$ cat config.mk
export PLATFORM = sky130hd
export DESIGN_NAME = pixel_stream_packer
export DESIGN_NICKNAME = d
export VERILOG_FILES = /design/src/rtl/pixel_out_pkg.sv /design/src/rtl/sync_fifo.sv /design/src/rtl/pixel_stream_packer.sv
export SDC_FILE = /design/constraint.sdc
export NUM_CORES = 1
export LEC_CHECK = 0
export ABC_AREA = 1
export CAP_MARGIN = 30
export CORE_ASPECT_RATIO = 1.75
export CORE_MARGIN = 8
export CORE_UTILIZATION = 25
export CTS_BUF_LIST = sky130_fd_sc_hd__clkbuf_8
export DETAILED_ROUTE_END_ITERATION = 12
export PLACE_DENSITY = 0.41
export SETUP_SLACK_MARGIN = 0.2
export SYNTH_ARGS = -nofsm -noshare
export SYNTH_HDL_FRONTEND = slang
export SYNTH_SLANG_ARGS = --single-unit
$ cat constraint.sdc
create_clock -name clk -period 5.8 [get_ports clk]
set_clock_uncertainty 0.05 [all_clocks]
set_input_delay 1.74 -clock clk [delete_from_list [all_inputs] [get_ports clk]]
set_output_delay 1.74 -clock clk [all_outputs]
set_load 0.01 [all_outputs]
$ cat src/rtl/pixel_out_pkg.sv
// Shared constants and types for the pixel byte-to-word packer.
package pixel_out_pkg;

    localparam int unsigned PKG_OUT_MAX    = 262144;
    localparam int unsigned PKG_FIFO_DEPTH = 8;

    typedef enum logic [1:0] {
        ACCEPT = 2'd0,
        DRAIN  = 2'd1,
        DONE   = 2'd2
    } state_t;

endpackage

$ cat src/rtl/sync_fifo.sv
// Synchronous word FIFO, 33-bit entries {last, data[31:0]}, show-ahead read port.
module sync_fifo
    import pixel_out_pkg::*;
#(
    parameter int unsigned DEPTH = PKG_FIFO_DEPTH
) (
    input  logic        clk,
    input  logic        rst,
    input  logic        wr_en_i,
    input  logic [32:0] wr_data_i,
    input  logic        rd_en_i,
    output logic [32:0] rd_data_o,
    output logic        full_o,
    output logic        empty_o
);
    localparam int unsigned AW = $clog2(DEPTH);

    logic [32:0] mem_q [DEPTH];
    logic [AW:0] wr_ptr_q, wr_ptr_d;
    logic [AW:0] rd_ptr_q, rd_ptr_d;
    logic        wr_ok;
    logic        rd_ok;

    assign empty_o   = (wr_ptr_q == rd_ptr_q);
    assign full_o    = (wr_ptr_q[AW] != rd_ptr_q[AW]) &&
                       (wr_ptr_q[AW-1:0] == rd_ptr_q[AW-1:0]);
    assign rd_data_o = mem_q[rd_ptr_q[AW-1:0]];

    // A write into a full FIFO is allowed when a read frees the head entry on the same edge.
    always_comb begin
        rd_ok    = rd_en_i && !empty_o;
        wr_ok    = wr_en_i && (!full_o || rd_ok);
        wr_ptr_d = wr_ptr_q;
        rd_ptr_d = rd_ptr_q;
        if (wr_ok) wr_ptr_d = wr_ptr_q + 1'b1;
        if (rd_ok) rd_ptr_d = rd_ptr_q + 1'b1;
    end

    // Pointer registers.
    always_ff @(posedge clk) begin
        if (rst) begin
            wr_ptr_q <= '0;
            rd_ptr_q <= '0;
        end else begin
            wr_ptr_q <= wr_ptr_d;
            rd_ptr_q <= rd_ptr_d;
        end
    end

    // Storage array; contents are don't-care until written.
    always_ff @(posedge clk) begin
        if (!rst && wr_ok) mem_q[wr_ptr_q[AW-1:0]] <= wr_data_i;
    end

endmodule

$ cat src/rtl/pixel_stream_packer.sv
// Packs a strobed byte stream into little-endian 32-bit AXI4-Stream words for one frame.
module pixel_stream_packer
    import pixel_out_pkg::*;
#(
    parameter int unsigned OUT_MAX    = PKG_OUT_MAX,
    parameter int unsigned FIFO_DEPTH = PKG_FIFO_DEPTH
) (
    input  logic        clk,
    input  logic        rst,
    input  logic        in_valid,
    input  logic [7:0]  in_data,
    output logic [31:0] m_axis_tdata,
    output logic        m_axis_tvalid,
    input  logic        m_axis_tready,
    output logic        m_axis_tlast,
    output logic [3:0]  m_axis_tkeep,
    output logic        done,
    output logic        overflow
);
    state_t      state_q, state_d;
    logic [31:0] cnt_q, cnt_d;
    logic [1:0]  lane_q, lane_d;
    logic [23:0] pack_q, pack_d;
    logic        wr_pend_q, wr_pend_d;
    logic [32:0] wr_word_q, wr_word_d;
    logic        tvalid_q, tvalid_d;
    logic [31:0] tdata_q, tdata_d;
    logic        tlast_q, tlast_d;
    logic        overflow_q, overflow_d;

    logic        accept;
    logic        hs;
    logic        fifo_rd;
    logic        fifo_full;
    logic        fifo_empty;
    logic [32:0] fifo_rdata;

    // Byte packing: the 4th byte bypasses the pack register straight into the pending word.
    always_comb begin
        accept    = in_valid && (state_q == ACCEPT);
        cnt_d     = cnt_q;
        lane_d    = lane_q;
        pack_d    = pack_q;
        wr_pend_d = 1'b0;
        wr_word_d = wr_word_q;
        if (accept) begin
            cnt_d  = cnt_q + 32'd1;
            lane_d = lane_q + 2'd1;
            unique case (lane_q)
                2'd0: pack_d[7:0]   = in_data;
                2'd1: pack_d[15:8]  = in_data;
                2'd2: pack_d[23:16] = in_data;
                2'd3: begin
                    wr_pend_d = 1'b1;
                    wr_word_d = {(cnt_d == 32'(OUT_MAX)), in_data, pack_q};
                end
                default: ;
            endcase
        end
    end

    // Show-ahead output register: reload from the FIFO whenever empty or being consumed.
    always_comb begin
        hs         = tvalid_q && m_axis_tready;
        fifo_rd    = !fifo_empty && (state_q != DONE) && (!tvalid_q || m_axis_tready);
        tvalid_d   = tvalid_q;
        tdata_d    = tdata_q;
        tlast_d    = tlast_q;
        overflow_d = overflow_q | (wr_pend_q && fifo_full && !fifo_rd);
        if (state_q == DONE) begin
            tvalid_d = 1'b0;
            tlast_d  = 1'b0;
        end else if (fifo_rd) begin
            tvalid_d = 1'b1;
            tdata_d  = fifo_rdata[31:0];
            tlast_d  = fifo_rdata[32];
        end else if (hs) begin
            tvalid_d = 1'b0;
            tlast_d  = 1'b0;
        end
    end

    // Frame FSM next state; DRAIN also exits when nothing is left in flight (dropped last word).
    always_comb begin
        state_d = state_q;
        unique case (state_q)
            ACCEPT: if (cnt_d == 32'(OUT_MAX)) state_d = DRAIN;
            DRAIN: begin
                if ((hs && tlast_q) || (fifo_empty && !tvalid_q && !wr_pend_q))
                    state_d = DONE;
            end
            DONE:    state_d = DONE;
            default: state_d = ACCEPT;
        endcase
    end

    // State, packer and output registers.
    always_ff @(posedge clk) begin
        if (rst) begin
            state_q    <= ACCEPT;
            cnt_q      <= '0;
            lane_q     <= '0;
            pack_q     <= '0;
            wr_pend_q  <= 1'b0;
            wr_word_q  <= '0;
            tvalid_q   <= 1'b0;
            tdata_q    <= '0;
            tlast_q    <= 1'b0;
            overflow_q <= 1'b0;
        end else begin
            state_q    <= state_d;
            cnt_q      <= cnt_d;
            lane_q     <= lane_d;
            pack_q     <= pack_d;
            wr_pend_q  <= wr_pend_d;
            wr_word_q  <= wr_word_d;
            tvalid_q   <= tvalid_d;
            tdata_q    <= tdata_d;
            tlast_q    <= tlast_d;
            overflow_q <= overflow_d;
        end
    end

    sync_fifo #(
        .DEPTH (FIFO_DEPTH)
    ) u_fifo (
        .clk       (clk),
        .rst       (rst),
        .wr_en_i   (wr_pend_q),
        .wr_data_i (wr_word_q),
        .rd_en_i   (fifo_rd),
        .rd_data_o (fifo_rdata),
        .full_o    (fifo_full),
        .empty_o   (fifo_empty)
    );

    assign m_axis_tdata  = tdata_q;
    assign m_axis_tvalid = tvalid_q;
    assign m_axis_tlast  = tlast_q;
    assign m_axis_tkeep  = 4'hF;
    assign done          = (state_q == DONE);
    assign overflow      = overflow_q;

endmodule

### Metal 1, run 1

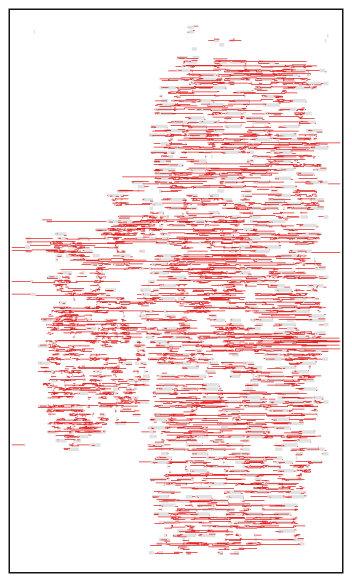
longest straight run = 50.6 um
share of all routed wire = 41%
routed wire length: 47.73 mm
GR Util met1: 0.1423
via count: 12010

### Metal 2, run 1

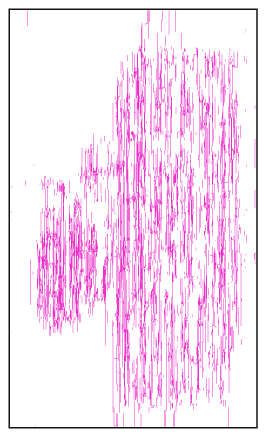
main direction = vertical
wire length on this layer = 25.0 mm
longest straight run = 101 um
global-route track usage on met2: 0.2312

### M3 wires, run 1

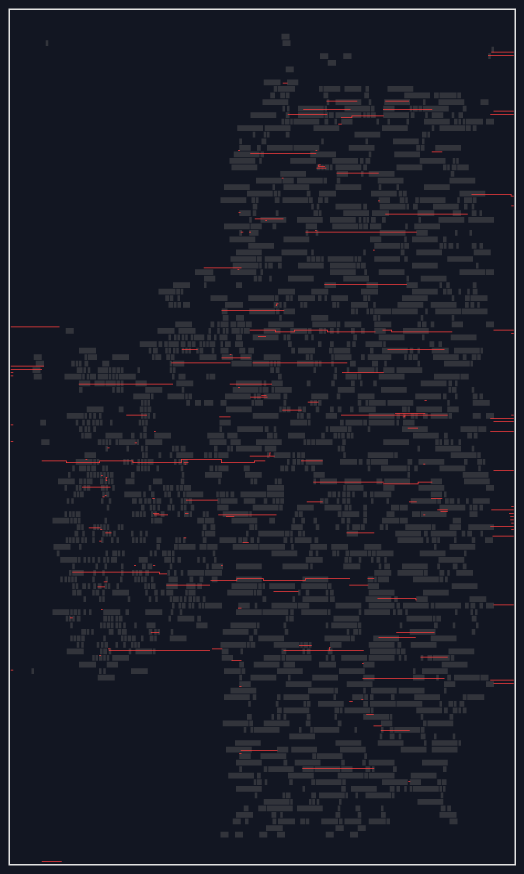
nets with wire on the layer = 85
main direction = horizontal
wire length on this layer = 1580 um
longest straight run = 46.0 um
share of all routed wire = 3.3%

### Signal wires on met4, run 1

The bar under the picture is 50 um long.
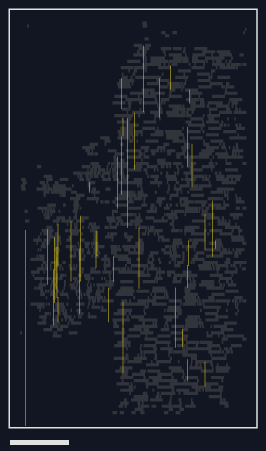
longest straight run = 167 um
main direction = vertical
share of all routed wire = 3.2%

==> Slide: Implementation Results, run 1 <==
Run Summary

Pwr
  • Cell internal power dissipation: 5.107 mW
  • Switching pwr: approximately 2.7 mW
  • Comb power: 2.07 mW
  • Sequential power: approximately 3.5 mW

Critical path
  • Number of cells on the critical path: 16
  • Top cell by count, worst path: sky130_fd_sc_hd__nand2_1
  • Critical R2R Launch: u_fifo.wr_ptr_q[0]
  • Worst path top cell family by delay: simple AND/OR/NAND/NOR gates
  • Ordered list of cells on the worst path: clkdlybuf4s50_1, nand2_1, inv_2, nand2_1, o21ai_0, nand2_1, nor2_1, nand2_1, nor2_1, nand2_1, nor2_1, nand2_1, nand2_2, nand3_1, nand2_1, nor2_1
  • Cell with the biggest individual delay on the critical path: sky130_fd_sc_hd__inv_2

Global route
  • Gr busiest metal: met2
  • Global-route wire length before repair: roughly 72 mm
  • Met3 routing resource usage after global routing: 0.01947

Final timing
  • Unrepaired setup endpoints after global routing: no
  • Setup violations, final: 0
  • Period minus WS final: a little under 4000 ps
  • Max_slew headroom: 0.4172
  • Maximum frequency from static timing analysis: 0.2580 GHz
  • Worst slew pin tran: between 800 and 900 ps

Layout
  • Flip-flops: 404
  • Share of cells above drive strength 1: 0.07993
  • Total number of multi-input combinational cells: between 1000 and 1500
  • Multi-input gate share of the layout cell area: 0.2669
  • Most frequent logic cell in the layout: sky130_fd_sc_hd__nand2_1

Placement
  • Pre-CTS setup slack: between 1000 and 1500 ps
  • Detail Placement HPWL: roughly 27 mm
  • Placed instance area: ~18000 um2

Run status
  • Result of the run: finished, final reports clean

Yosys
  • EDFF count, synth: roughly 260
  • Post-Synthesis Cell Area: 16430 um2

Drt
  • Detailed-route vias per instance: 4.695
  • Iteration-0 DRC Markers: 579
  • Met1 layer wirelength in the final routing: 19.63 mm

Floorplanning
  • Die boundary width: 209.8 um

Run
  • MaxCap Viol Count: 0
[run 1: cells by family (layout without fill, tap and decap cells)]
group,after synthesis,count (layout),synth area share
buffers and inverters,176,268,0.04165
DFF,404,404,0.6530
adders and majority gates,12,12,0.009137
and+or+nand+nor,673,673,0.1702
xor gates and xnor gates,6,6,0.003198
other,1,5,0.0002282
AOI/OAI and AO/OA,372,372,0.1226
[run 1: metrics by stage]
stage / instances / hold WS (ps) / total power, mW
finish: 2559 / 414.7 / 7.827
global route: 2559 / 436.3 / 8.319
CTS: 2556 / 418.0 / 7.969
detailed placement: 2435 / 409.7 / 5.613
global placement: 2434 / 401.5 / 5.601
floorplan: 1647 / 391.7 / 4.803
### Routing congestion, run 1

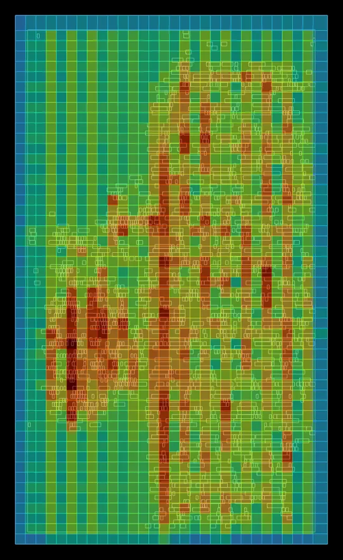

==> run 2: changes to the inputs <==
PLACE_DENSITY = 0.43   (was 0.41)
clock period = 3.4 ns   (was 5.8 ns; I/O delays follow)
### Routing congestion, run 2

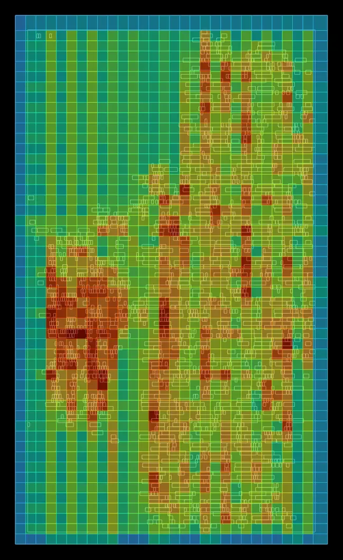
overall routing resource usage: 0.1311
final standard cell utilization of the core: 0.2987

### M3 wires, run 2

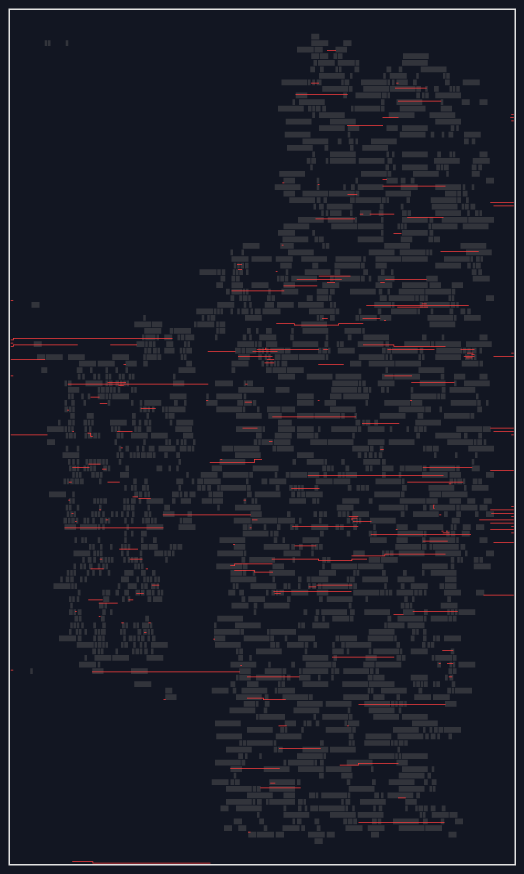
longest straight run = 66.0 um
main direction = horizontal
share of all routed wire = 3.9%

==> run 2 against run 1 <==
Net effect: setup slack worse by 1500 ps; critical path depth shrank 13; clock-buffer cell count rose by 9; non-clock buffer count grew 17; first-iteration DRC count up 20%; sequential share of layout area down 1.3 points; sequential cell count did not move; global-route usage grew 0.50 points; final area up 2.3%; sequential power increased by 71%; combinational power rose by 76%; synthesized cell count unchanged; highest routed layer is now met5.
==> Slide: Implementation Results, run 2 <==
Run Summary

Run status
  • Result of the run: finished, final reports clean

Critical path
  • Number of cells on the critical path: 3
  • Worst path top cell family by delay: buffers and inverters
  • Ordered list of cells on the worst path: inv_1, ha_1, clkdlybuf4s50_1
  • Cell with the biggest individual delay on the critical path: sky130_fd_sc_hd__clkdlybuf4s50_1

Global route
  • Met3 routing resource usage after global routing: 0.02035
  • GR Util met1: 0.1372
  • Largest net degree at the start of global routing: ~130
  • Gr busiest metal: met2
  • Global-route wire length before repair: 74.83 mm

Placement
  • Number of placed cells counting well taps: around 2500
  • Pre-CTS setup slack: about 150 ps
  • Placed instance area: around 18000 um2
  • Detail Placement HPWL: slightly above 30 mm

Layout
  • Flip-flops: between 400 and 500
  • Nonclk inv count: approximately 76
  • Share of cells above drive strength 1: 0.09510
  • Most frequent logic cell in the layout: sky130_fd_sc_hd__nand2_1
  • Non-filler instance count after layout: ~2600
  • Multi-input gate share of the layout cell area: 0.2631

Final timing
  • Maximum frequency from static timing analysis: between 0.3 and 0.4 GHz
  • Setup violations, final: 0
  • Max_slew headroom: 0.3567
  • Worst slew pin tran: between 900 and 1000 ps
  • Unrepaired setup endpoints after global routing: no

Drt
  • Met1 layer wirelength in the final routing: approximately 19 mm
  • Routed wire length: slightly below 50 mm
  • Post-route DRC: 0
  • Via count: roughly 12000
  • Iteration-0 DRC Markers: 692
  • Detailed-route vias per instance: approximately 4.8

Pwr
  • Cell internal power dissipation: 9.031 mW
  • Total power of the final layout: between 10 and 15 mW
  • Worst voltage drop across the vdd grid: ~0.26 mV
  • Switching pwr: roughly 4.7 mW

Yosys
  • Ao+oa area frac: 0.1226
  • Simple Share, Synth: 0.1702
  • Post-synthesis share of cell area spent on full adders, half adders and majority gates: 0.009137
  • Post-synthesis share of cell area spent on xor and xnor gates: 0.003198
  • Post-Synthesis Cell Area: 16430 um2
  • Share of Yosys cell area claimed by the top area cell type: 0.4824
  • Mux contribution to synthesized area: 0
  • EDFF count, synth: 264

Run
  • MaxCap Viol Count: 0

Floorplanning
  • Die boundary width: 209.8 um

Clocking
  • Setup Buffers After CTS: 0
run 2: path summary, 6_finish.rpt:
path         slack [ps]                 end          startpoint
min reg2reg         410          pack_q[15]          pack_q[15]
max reg2reg         530  u_fifo.mem_q[4][5]  u_fifo.wr_ptr_q[0]
min                 410          pack_q[15]          pack_q[15]
max                 410                done          state_q[0]
run 2: power groups by stage:
stage / Combinational [mW] / Sequential [mW] / Clock [mW]
after floorplan: 2.27 / 5.93 / 0
after global placement: 3.68 / 6.01 / 0
after detailed placement: 3.70 / 6.01 / 0
after CTS: 3.72 / 5.91 / 4.38
after global routing: 4.08 / 5.95 / 4.57
final: 3.64 / 5.90 / 4.21
### Metal 2, run 2

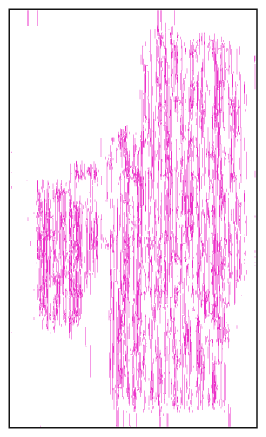

==> run 3: changes to the inputs <==
CORE_UTILIZATION = 55   (was 25)
PLACE_DENSITY = 0.77   (was 0.43)
SETUP_SLACK_MARGIN = 0.1   (was 0.2)
SKIP_LAST_GASP = 1   (was unset)
### Metal 2, run 3

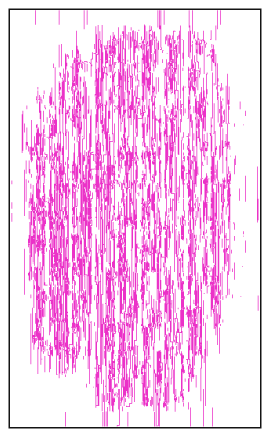
nets with wire on the layer = 1390
wire length on this layer = 21.9 mm

### Signal wires on met4, run 3

The bar under the picture is 50 um long.
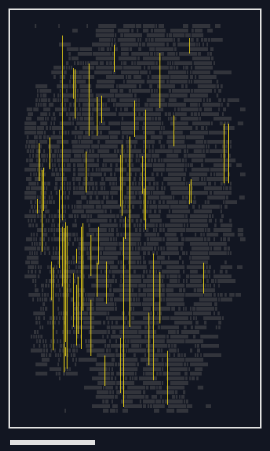
wire length on this layer = 1950 um
main direction = vertical
longest straight run = 112 um
share of all routed wire = 4.8%

==> run 3 against run 2 <==
Net effect: critical path depth did not move; final area down 4.3%; worst hold slack gained 1.2 ps; synthesized cell count is the same; routed wire length fell by 18%; die size down 52%; combinational power decreased by 2%; utilization grew 33 points; clock power is 13% lower; sequential share of layout area up 2.4 points; non-clock buffer count fell by 9; register-to-register slack is essentially flat.
==> Slide: Implementation Results, run 3 <==
Run Summary

Run status
  • Result of the run: finished, final reports clean

Layout
  • Share of cells above drive strength 1: 0.08459
  • Final standard cell utilization of the core: 0.6265
  • Most frequent logic cell in the layout: sky130_fd_sc_hd__nand2_1
  • Non-filler instance count after layout: 2114

Global route
  • Antenna violations before repair: 2
  • GR Util met1: 0.2347
  • Number of global-route vias before repair: between 10000 and 15000
  • Global-route track usage on met2: 0.4181
  • Overall routing resource usage: 0.2247
  • Gr busiest metal: met2
  • Global-route wire length before repair: roughly 64 mm
  • Met3 routing resource usage after global routing: 0.03780
  • Largest net degree at the start of global routing: 95

Critical path
  • Critical Path Start: state_q[0]
  • Depth of the worst register-to-register path: 17
  • CP Buf/Inv Count: 2
  • FF-to-FF setup slack: 520 ps
  • Number of cells on the critical path: 3
  • Worst path top cell family by delay: buffers and inverters
  • Reg-to-Reg End: u_fifo.mem_q[5][0]
  • Startpoint type of the worst setup path: flop
  • Cell with the biggest individual delay on the critical path: sky130_fd_sc_hd__clkdlybuf4s50_1
  • Crit path DAT: 1820 ps
  • Endpoint of the worst setup timing path: done
  • Ordered list of cells on the worst path: inv_1, ha_1, clkdlybuf4s50_1
  • Critical R2R Launch: u_fifo.wr_ptr_q[0]
  • Required time at the worst-slack endpoint: about 2300 ps

Placement
  • Detail Placement HPWL: 24.83 mm
  • RePlAce Congestion: between 0.9 and 1
  • Placed instance area: ~18000 um2
  • Pre-CTS setup slack: approximately 120 ps
  • Number of placed cells counting well taps: slightly above 2000

Drt
  • Routed wire length: 40.66 mm
  • Met1 layer wirelength in the final routing: 14.33 mm
  • Post-route DRC: 0
  • Routed WL per cell: ~19 um
  • Iteration-0 DRC Markers: ~950
  • Via count: around 12000
  • DRT Pass-1 Iters: 6
  • Detailed-route vias per instance: between 5 and 6

Worst hold path
  • Hold Startpoint: pack_q[18]
  • WHS Endpoint: pack_q[18]

Yosys
  • Post-Synthesis Cell Area: about 16000 um2
  • Most used standard cells in the synthesized netlist: sky130_fd_sc_hd__nand2_1, sky130_fd_sc_hd__edfxtp_1, sky130_fd_sc_hd__nor2_1
  • Dominant kind of combinational cell: simple AND/OR/NAND/NOR gates
  • Simple Share, Synth: 0.1702
  • Mux contribution to synthesized area: 0
  • Post-synthesis share of cell area spent on xor and xnor gates: 0.003198
  • EDFF count, synth: 264
  • Synth cell types: between 40 and 50
  • Share of Yosys cell area claimed by the top area cell type: 0.4824
  • Post-synthesis share of cell area spent on full adders, half adders and majority gates: 0.009137
  • Most numerous cell in the Yosys netlist: sky130_fd_sc_hd__nand2_1
  • Ys cells: about 1600
  • Number of warning messages in the yosys log: 0
  • Ao+oa area frac: 0.1226

Clocking
  • CTS root buf: sky130_fd_sc_hd__clkbuf_8
  • Total clock buffers created by CTS: 53
  • Post-cts resize count: 0
  • Setup Buffers After CTS: 0
  • Clock edge transition at the registers on the reported setup and hold paths: 70 ps

Pwr
  • P per Cell Area: between 700 and 800 nW/um2
  • Sequential power: approximately 5.8 mW
  • P_clk: 3.65 mW
  • Worst voltage drop across the vdd grid: about 0.53 mV
  • Cell internal power dissipation: slightly below 9 mW
  • Total power of the final layout: between 10 and 15 mW
  • Comb power: between 3 and 4 mW
  • Leakage component of the power: about 6.7 nW
  • Switching pwr: approximately 4.3 mW
  • Leading power group: sequential cells

Final timing
  • Period minus WS final: ~2900 ps
  • Final TNS setup: 0 ps
  • Hold slack: roughly 410 ps
  • Worst slew pin tran: roughly 1000 ps
  • Pins Over Slew Limit: 0
  • Setup violations, final: 0
  • Maximum frequency from static timing analysis: 0.3456 GHz
  • Max_slew headroom: 0.3155
  • Unrepaired setup endpoints after global routing: no

Floorplanning
  • Die boundary width: approximately 150 um

Run
  • MaxCap Viol Count: 0
run 3: netlist changes by cell type in the layout (fill, tap and decap cells not counted), moves of 3 or more:
cell                         change
sky130_fd_sc_hd__clkinv_1        -5
sky130_fd_sc_hd__inv_1           -5
sky130_fd_sc_hd__buf_4           -9
sky130_fd_sc_hd__clkinvlp_4      +3
sky130_fd_sc_hd__clkbuf_8       -15
run 3: final cells by class:
type / instances / area (um2)
Timing Repair Buffer: 79 / 893.4
Sequential cell: 404 / 10740
Inverter: 76 / 286.5
Tap cell: 387 / 484.2
Multi-Input combinational cell: 1067 / 5120
Antenna cell: 1 / 2.502
Clock inverter: 36 / 230.2
Fill cell: 2355 / 11110
Clock buffer: 64 / 880.8
No activity file was given, so power comes from the tool's default toggle rates.
